==> config.mk <==
export PLATFORM = sky130hd
export DESIGN_NAME = display_stream_driver_flat
export DESIGN_NICKNAME = d
export VERILOG_FILES = /design/src/rtl/display_pkg.sv /design/src/rtl/display_stream_driver_if.sv /design/src/rtl/disp_fifo.sv /design/src/rtl/display_stream_driver.sv /design/src/flat_wrapper.sv
export SDC_FILE = /design/constraint.sdc
export NUM_CORES = 1
export LEC_CHECK = 0
export CAP_MARGIN = 20
export CELL_PAD_IN_SITES_DETAIL_PLACEMENT = 1
export CELL_PAD_IN_SITES_GLOBAL_PLACEMENT = 1
export CORE_MARGIN = 10
export CORE_UTILIZATION = 28
export CTS_CLUSTER_DIAMETER = 100
export DETAILED_ROUTE_END_ITERATION = 10
export PLACE_DENSITY = 0.6
export SYNTH_ARGS = -nofsm -noshare
export SYNTH_HDL_FRONTEND = slang
export SYNTH_SLANG_ARGS = --single-unit
==> constraint.sdc <==
create_clock -name clk -period 3.6 [get_ports clk]
set_input_delay 0.54 -clock clk [delete_from_list [all_inputs] [get_ports clk]]
set_output_delay 0.54 -clock clk [all_outputs]
set_load 0.1 [all_outputs]
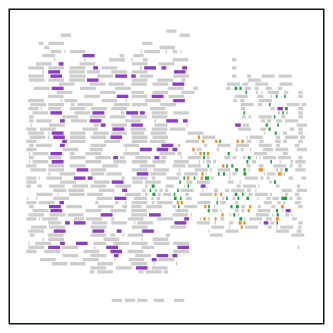
**Above:** gate families picked out.
Scale: 1.5 px per um.
legend:
  orange:
    family: aoi and oai cells
    cells: 29
    most_used: a21oi_1
  purple:
    family: mux cells
    cells: 77
    most_used: mux4_2
  green:
    family: nand cells
    cells: 60
    most_used: nand2_1
Top cell excl fill/tap: edfxtp_1
Final Non-Filler Cells: 1172
Comb area share: 0.234

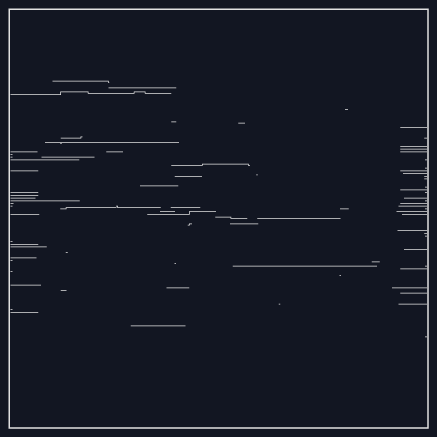
**Above:** signal wires on met3.
Scale: 2 px per um.
main direction: horizontal
wire length on this layer: 1120 um
share of all routed wire: 4.8%
grt met3 use: 0.0230
DRT Wirelength: 23.5 mm
Via Count: 5514

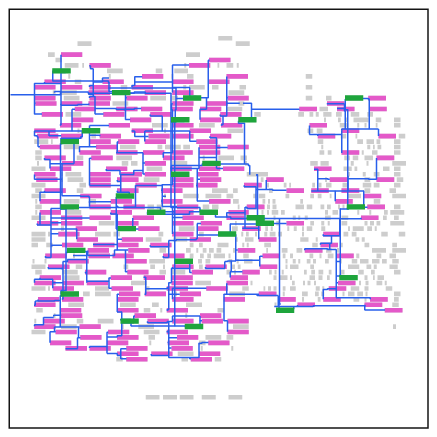
**Above:** clock distribution.
Scale: 2 px per um.
legend:
  green:
    item: clock-net drivers
    count: 26
  magenta:
    item: flip-flops
    count: 239
  blue:
    item: clock wires
    length: 3190 um
routed clock nets: 27
Insertion Delay late pin: 0.55 ns
clock power share: 0.427
Worst Skew: 0.0197 ns

==> flow_metrics.env <==
# implementation run metrics
export IMPL_p_sw_frac=0.220
export IMPL_hold_class="in -> async"
export IMPL_fp_dieArea_um2=43500
export IMPL_dp_hpwl_mm=14.4
export IMPL_synth_nets=631
export IMPL_postCtsHoldBufs=0
export IMPL_setup_tns_ns=0
export IMPL_drv_cap=0
export IMPL_slew_viol_final=0
export IMPL_first_iter_violations=277
export IMPL_overflow=0
export IMPL_area_leaders="edfxtp_1, dfrtp_1, mux4_2"
export IMPL_area_delta_synth_final_pct=25.4
export IMPL_grt_first_pass_wirelength_mm=36.6
export IMPL_end_kind="output pin"
export IMPL_largest_reg_flops=192
export IMPL_track_usage=0.106
export IMPL_cts_tree="yes"
export IMPL_status="finished clean"
export IMPL_avgSynthCellArea_um2=16.8
export IMPL_first_global_vias=5955
export IMPL_cellLeakagePower_nw=4.14
export IMPL_top_cell_area_share=0.579
export IMPL_numCtsBuffers=26
export IMPL_crit_type="reg -> out"
export IMPL_place_ws_ns=0.820
export IMPL_pin_count=79
export IMPL_gp_congestion=0.748
export IMPL_synth_cell_types=45
export IMPL_slew_headroom=0.321
export IMPL_yosys_area_um2=9960
export IMPL_ff2ff_setup_slack_ns=0.89
export IMPL_pwr_share_comb=0.039
export IMPL_die_h_um=209
export IMPL_num_antenna_cells=0
export IMPL_grt_max_degree=50
export IMPL_nets=730
export IMPL_cts_root_buffer="clkbuf_16"
export IMPL_port_buffers=78
export IMPL_ant_nets=0
export IMPL_p_int_mw=4.40
export IMPL_rsz0062_at_grt="false"
export IMPL_fin_area_um2=12500
export IMPL_cp_arrival_ns=2.74
export IMPL_vias_per_cell=4.70
export IMPL_numSynthFlops=239
export IMPL_cts_max_level=1
export IMPL_max_freq_mhz=305
export IMPL_fp_util=0.282
export IMPL_clk_pin_slew_ns=0.06
export IMPL_die_w_um=209
power by group through the flow:
stage | clock [mW] | combinational (mW) | sequential (mW)
global placement | 0 | 0.222 | 3.07
finish | 2.41 | 0.220 | 3.01
global route | 2.61 | 0.239 | 3.01
CTS | 2.49 | 0.225 | 3.01
detailed placement | 0 | 0.225 | 3.07
floorplan | 0 | 0.101 | 3.08
routing by layer:
| layer | up-vias | share of wire | global-route usage |
|---|---|---|---|
| li1 | 2498 | - | - |
| met1 | 2882 | 0.46 | 0.146 |
| met2 | 108 | 0.47 | 0.166 |
| met3 | 24 | 0.048 | 0.0230 |
| met4 | 2 | 0.017 | 0.0226 |
| met5 | - | 0.00055 | 0 |
cell families (layout without fill, tap and decap cells):
kind of cell    Yosys count  after routing  synth area share
xor+xnor                 29             29            0.0263
simple gates            174            174            0.0962
buf+inv                  35            153            0.0149
fa+ha+maj                 9              9            0.0113
flops                   239            239             0.697
compound gates           30             30            0.0163
mux                      77             77             0.138
cells in the final DEF (no fill, tap or decap), types with 15 or more instances in the layout:
cell / netlist / final
clkbuf_16: 0 / 26
xor2_1: 25 / 25
nand3_1: 17 / 17
dfrtp_1: 47 / 45
mux2i_1: 27 / 27
edfxtp_1: 192 / 192
buf_12: 0 / 31
nor2_1: 58 / 52
mux4_2: 48 / 48
nand2_1: 28 / 28
clkdlybuf4s50_1: 0 / 48
buf_4: 1 / 20
a21oi_1: 15 / 15
critical path, cell delays in order, from the launching register on:
cell and delay, ns:
dfrtp_4 0.86, buf_4 0.33, mux4_2 0.53, mux2i_1 0.19, nor2_1 0.10, buf_12 0.20
final cells by class:
class	instances	area [um2]
sequential	239	6950
clock buffer	30	666
inverter	6	22.5
tap	461	577
multi-input combinational	319	2920
clock inverter	17	100
fill	3574	22800
timing repair buffer	100	1260
through the flow:
step                      utilization  instances  hold WS, ns
after global placement          0.332       1125        0.476
after CTS                       0.354       1172        0.176
after floorplan                     -        593        0.244
after detailed placement        0.332       1125        0.481
after global routing            0.354       1172        0.204
final                           0.354       1172        0.144
Power figures rest on the tool's default switching activity, not on a simulated workload.
